==> src/rtl/reg_dump.sv <==
// Register-file debug dump engine: halts the CPU pipeline, walks every register
// through a spare async read port and streams (addr, data) beats over valid/ready.
module reg_dump #(
  parameter int DATA_W   = 16,
  parameter int ADDR_W   = 3,
  parameter int NUM_REGS = 8
) (
  input  logic              clock,
  input  logic              n_rst,
  input  logic              start,
  output logic              halt_req,
  input  logic              halt_ack,
  output logic [ADDR_W-1:0] rd_addr,
  input  logic [DATA_W-1:0] rd_data,
  output logic              out_valid,
  input  logic              out_ready,
  output logic [ADDR_W-1:0] out_addr,
  output logic [DATA_W-1:0] out_data,
  output logic              busy,
  output logic              done,
  output logic              aborted
);

  // state | meaning
  // IDLE  | waiting for start; start is only looked at here
  // HALT  | halt_req raised, waiting (no timeout) for halt_ack
  // READ  | capture rd_data for the current index into the output beat
  // SEND  | beat presented, held until out_ready
  // FIN   | done pulse, halt released, back to IDLE
  typedef enum logic [2:0] {IDLE, HALT, READ, SEND, FIN} state_t;

  localparam logic [ADDR_W-1:0] LAST_IDX = ADDR_W'(NUM_REGS - 1);

  state_t            state;
  logic [ADDR_W-1:0] index;

  assign rd_addr = index;

  always_ff @(posedge clock or negedge n_rst) begin
    if (!n_rst) begin
      state     <= IDLE;
      index     <= '0;
      out_addr  <= '0;
      out_data  <= '0;
      out_valid <= 1'b0;
      halt_req  <= 1'b0;
      busy      <= 1'b0;
      done      <= 1'b0;
      aborted   <= 1'b0;
    end else begin
      done    <= 1'b0;
      aborted <= 1'b0;
      case (state)
        IDLE: begin
          if (start) begin
            state    <= HALT;
            index    <= '0;
            halt_req <= 1'b1;
            busy     <= 1'b1;
          end
        end
        HALT: begin
          if (halt_ack) state <= READ;
        end
        READ, SEND: begin
          // Losing the halt wins over capture or handshake; a beat accepted
          // on this same edge has already left, anything pending is dropped.
          if (!halt_ack) begin
            state     <= IDLE;
            out_valid <= 1'b0;
            halt_req  <= 1'b0;
            busy      <= 1'b0;
            done      <= 1'b1;
            aborted   <= 1'b1;
          end else if (state == READ) begin
            out_data  <= rd_data;
            out_addr  <= index;
            out_valid <= 1'b1;
            state     <= SEND;
          end else if (out_ready) begin
            out_valid <= 1'b0;
            if (index == LAST_IDX) begin
              state    <= FIN;
              halt_req <= 1'b0;
              done     <= 1'b1;
            end else begin
              index <= index + 1'b1;
              state <= READ;
            end
          end
        end
        FIN: begin
          state <= IDLE;
          busy  <= 1'b0;
        end
        default: state <= IDLE;
      endcase
    end
  end

endmodule

==> config.mk <==
export PLATFORM = sky130hd
export DESIGN_NAME = reg_dump
export DESIGN_NICKNAME = d
export VERILOG_FILES = /design/src/rtl/reg_dump.sv
export SDC_FILE = /design/constraint.sdc
export NUM_CORES = 1
export LEC_CHECK = 0
export ABC_AREA = 1
export CAP_MARGIN = 20
export CORE_ASPECT_RATIO = 1.2
export CORE_UTILIZATION = 25
export CTS_BUF_LIST = sky130_fd_sc_hd__clkbuf_4 sky130_fd_sc_hd__clkbuf_8
export CTS_CLUSTER_SIZE = 28
export DETAILED_ROUTE_END_ITERATION = 6
export SYNTH_ARGS = -nofsm -noshare
export SYNTH_HDL_FRONTEND = slang
export SYNTH_SLANG_ARGS = --single-unit
==> constraint.sdc <==
create_clock -name clock -period 3.7 [get_ports clock]
set_input_delay 0.74 -clock clock [delete_from_list [all_inputs] [get_ports clock]]
set_output_delay 0.74 -clock clock [all_outputs]
set_load 0.005 [all_outputs]
==> run_1/clk_routes.png <==
(3 px per µm)
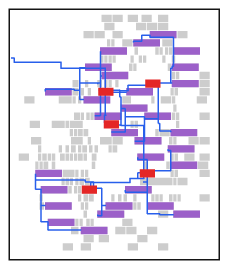
legend:
  flip-flops:
    color: purple
    count: 30
  clock wires:
    color: blue
    length: 425 µm
  clock drivers:
    color: red
    count: 5
flops lie: spread over the die
routed clock nets: 6
Max Clock Skew: 0.00429 ns
clock share of power: 23.1%

==> run_1/placement.png <==
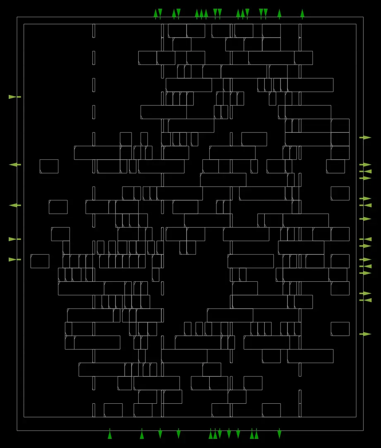
Flops: 30
tally of filler cells in the layout: 543
final core utilization: 37.6%
Non-Filler Instances: 277

==> run_1/flops_by_reg.png <==
(3 px per µm) Other sequential cells in the stronger gray, the rest of the logic in the fainter gray.
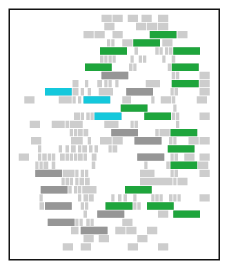
legend:
  `rd_addr`:
    color: cyan
    placed_flops: 3
  `out_data`:
    color: green
    placed_flops: 16
area occupied by registers: 751 µm²
sequential power: 520 µW
Seq area share: 38.0%

==> impl_metrics.py, run 1 <==
# Generated from Yosys and OpenROAD reports
metrics = {
    "run_status": {
        "status": "finished clean",
    },
    "logic_synthesis": {
        "ys_sh_xor_pct": 0,
        "yosys_cells": 163,
        "syn_avg_cell_area_um2": 8.39,
        "ys.flops": 30,
    },
    "layout": {
        "clockBufferCount": 5,
        "antenna_cells": 0,
        "syn2layout_area_growth_pct": 44.6,
        "final_common_cell": "nand2_1",
        "clk_share_pct": 5.50,
        "n_all_buffers": 48,
        "bufAreaShareNonClock_pct": 24.2,
    },
    "die": {
        "std_cell_rows": 29,
        "die_area_um2": 5770,
        "initial_utilization_pct": 26.0,
        "fp.dieH_um": 83.0,
    },
    "critical_path": {
        "endpoint_kind": "flop",
        "crit_top_cell": "inv_1",
        "critical_path.cell_chain": "clkdlybuf4s50_1 > inv_1 > nor2_4 > inv_1 > nand2_1 > o21ai_2",
        "reg2reg_depth": 6,
        "slowest_stage": "clkdlybuf4s50_1",
        "crit_type": "in -> reg",
    },
    "routing": {
        "maxUsedRoutingLayer": "met4",
        "firstDrtPassIters": 4,
        "via_count": 1164,
        "wl_per_cell_um": 11.0,
        "drt_iter0_markers": 54,
    },
    "worst_hold_path": {
        "hold_depth": 2,
    },
    "power": {
        "p_leak_nw": 0.994,
        "combinationalPower_uw": 548,
        "p_sw_uw": 449,
        "p_comb_share_pct": 39.4,
    },
    "placement": {
        "gp_congestion": 0.717,
    },
    "grt": {
        "grt_max_degree": 31,
        "antenna_found_initial": 0,
        "grt_usage_pct": 12.0,
    },
    "timing": {
        "finalClockPeriodUsage_pct": 64.8,
        "rsz0062_at_grt": "false",
        "fin_hold_ws_ns": 0.470,
        "setup_viol": 0,
        "drv_slew": 0,
        "fin_tns_setup_ns": 0,
        "fin_crit_ns": 2.40,
    },
    "cts": {
        "clk_latency_ns": 0.28,
        "holdBufCountCts": 0,
        "cts-root-buf": "clkbuf_8",
        "cts_htree_levels": 2,
    },
}
[run 1: cell usage after synthesis (all sizes together)]
master / instances
a21oi: 1
buf: 4
dfrtp: 30
ha: 3
inv: 13
nand2: 81
nand3: 5
nand4: 3
nor2: 14
nor3: 1
o21ai: 8
[run 1: metrics by stage]
stage | util [%] | area, µm² | total power, mW | instances
finish | 37.6 | 1980 | 1.39 | 277
CTS | 37.6 | 1980 | 1.41 | 277
global placement | 35.5 | 1870 | 1.07 | 269
floorplan | - | 1370 | 0.797 | 163
global route | 37.6 | 1980 | 1.51 | 277
detailed placement | 35.5 | 1870 | 1.09 | 269
[run 1: layer usage]
layer / vias to the layer above / global-route usage, %
met5: - / 0
met2: 30 / 19.9
met1: 531 / 14.4
met3: 4 / 4.00
met4: 0 / 4.45
li1: 599 / -
==> run 1 -> run 2 <==
==> constraint.sdc (replaced) <==
create_clock -name clock -period 2.35 [get_ports clock]
set_input_delay 0.47 -clock clock [delete_from_list [all_inputs] [get_ports clock]]
set_output_delay 0.47 -clock clock [all_outputs]
set_load 0.005 [all_outputs]
==> run_2/io_fan.png <==
(6 px per µm)
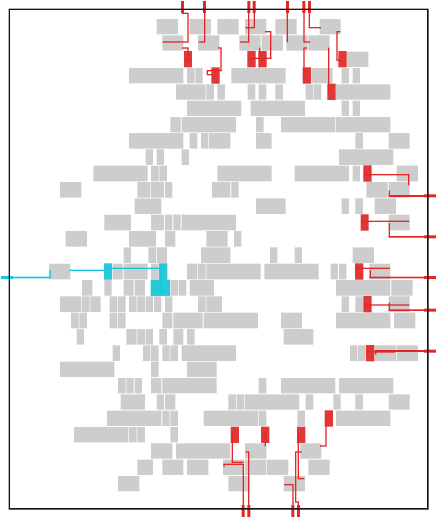
legend:
  `rd_data`:
    color: red
    bits: 16
    direction: input
    edge: 7 north, 5 east, 4 south
    end_cells: 16
    buffers: 16
    wire: 217 µm
  `out_ready`:
    color: cyan
    bits: 1
    direction: input
    edge: west
    end_cells: 4
    buffers: 1
    wire: 29.2 µm
# port buffers: 47
I/O pins: 48

==> run 2 against run 1 <==
Effect of this change:
- cell count up 0.36%
- setup slack lost 0.70 ns
- first-iteration DRC count rose by 15%
- utilization is 0.12 points lower
- sequential cell count is the same
==> impl_metrics.py, run 2 <==
# Generated from Yosys and OpenROAD reports
metrics = {
    "run_status": {
        "status": "finished clean",
    },
    "timing": {
        "fin_hold_ws_ns": 0.467,
        "finalClockSkew_ns": 0.00671,
        "fin_tns_setup_ns": 0,
        "drv_slew": 0,
        "finalClockPeriodUsage_pct": 74.5,
        "fin_crit_ns": 1.75,
    },
    "layout": {
        "antenna_cells": 0,
        "design_area_um2": 1970,
        "n_all_buffers": 49,
        "ff_count": 30,
        "syn2layout_area_growth_pct": 44.2,
        "seq_share_pct": 38.1,
        "clk_share_pct": 4.82,
        "seq_area_um2": 751,
    },
    "cts": {
        "cts-root-buf": "clkbuf_8",
        "cts_htree_levels": 2,
        "holdBufCountCts": 0,
        "clk_latency_ns": 0.28,
    },
    "placement": {
        "gp_congestion": 0.754,
        "placedCellCount": 270,
    },
    "grt": {
        "busiest_layer": "met2",
        "antenna_found_initial": 0,
        "grt_use_met3_pct": 2.79,
        "grt_max_degree": 31,
        "use_met2_pct": 18.2,
        "grt_usage_pct": 10.8,
    },
    "routing": {
        "wl_per_cell_um": 10.6,
        "firstDrtPassIters": 4,
        "drt_iter0_markers": 62,
        "maxUsedRoutingLayer": "met4",
    },
    "critical_path": {
        "endpoint_kind": "flop",
        "reg2reg_depth": 8,
        "crit_type": "in -> reg",
    },
    "logic_synthesis": {
        "async_reset_ff_share_pct": 100,
        "enable_flop_cells": 0,
        "yosys_cells": 163,
        "ys.flops": 30,
        "top_cell": "nand2_1",
    },
    "power": {
        "p_leak_nw": 0.994,
        "p_sw_uw": 694,
        "seq_power_uw": 820,
        "p_clk_share_pct": 20.4,
        "p_comb_share_pct": 40.8,
    },
    "die": {
        "initial_utilization_pct": 26.0,
    },
}
==> run_2/placement.png <==
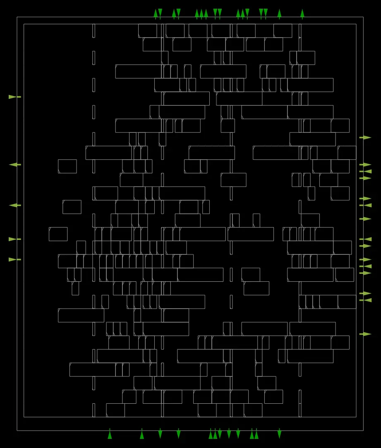
n_taps: 62
CORE AREA: 5260 µm²
tally of filler cells in the layout: 549
Non-Filler Instances: 278
cell row count: 29

[run 2: cell types whose count changed in the layout (fill, tap and decap cells not counted)]
cell	delta
clkinv_2	-1
clkbuf_4	+1
buf_4	+1
clkbuf_8	+1
bufinv_16	-1
[run 2: logic make-up (layout without fill, tap and decap cells)]
family          count (synthesis)  in the layout  share of synthesized area (%)
fa+ha+maj                       3              3                           2.75
compound gates                  9              9                           3.57
buf+inv                        17             70                           7.50
simple gates                  104            104                           31.3
flops                          30             30                           54.9
[run 2: critical path, cell delays in order]
cell and delay, ns:
clkdlybuf4s50_1 0.51, inv_1 0.18, nor2_4 0.05, inv_1 0.48, o21ai_0 0.18
Power figures rest on the tool's default switching activity, not on a simulated workload.
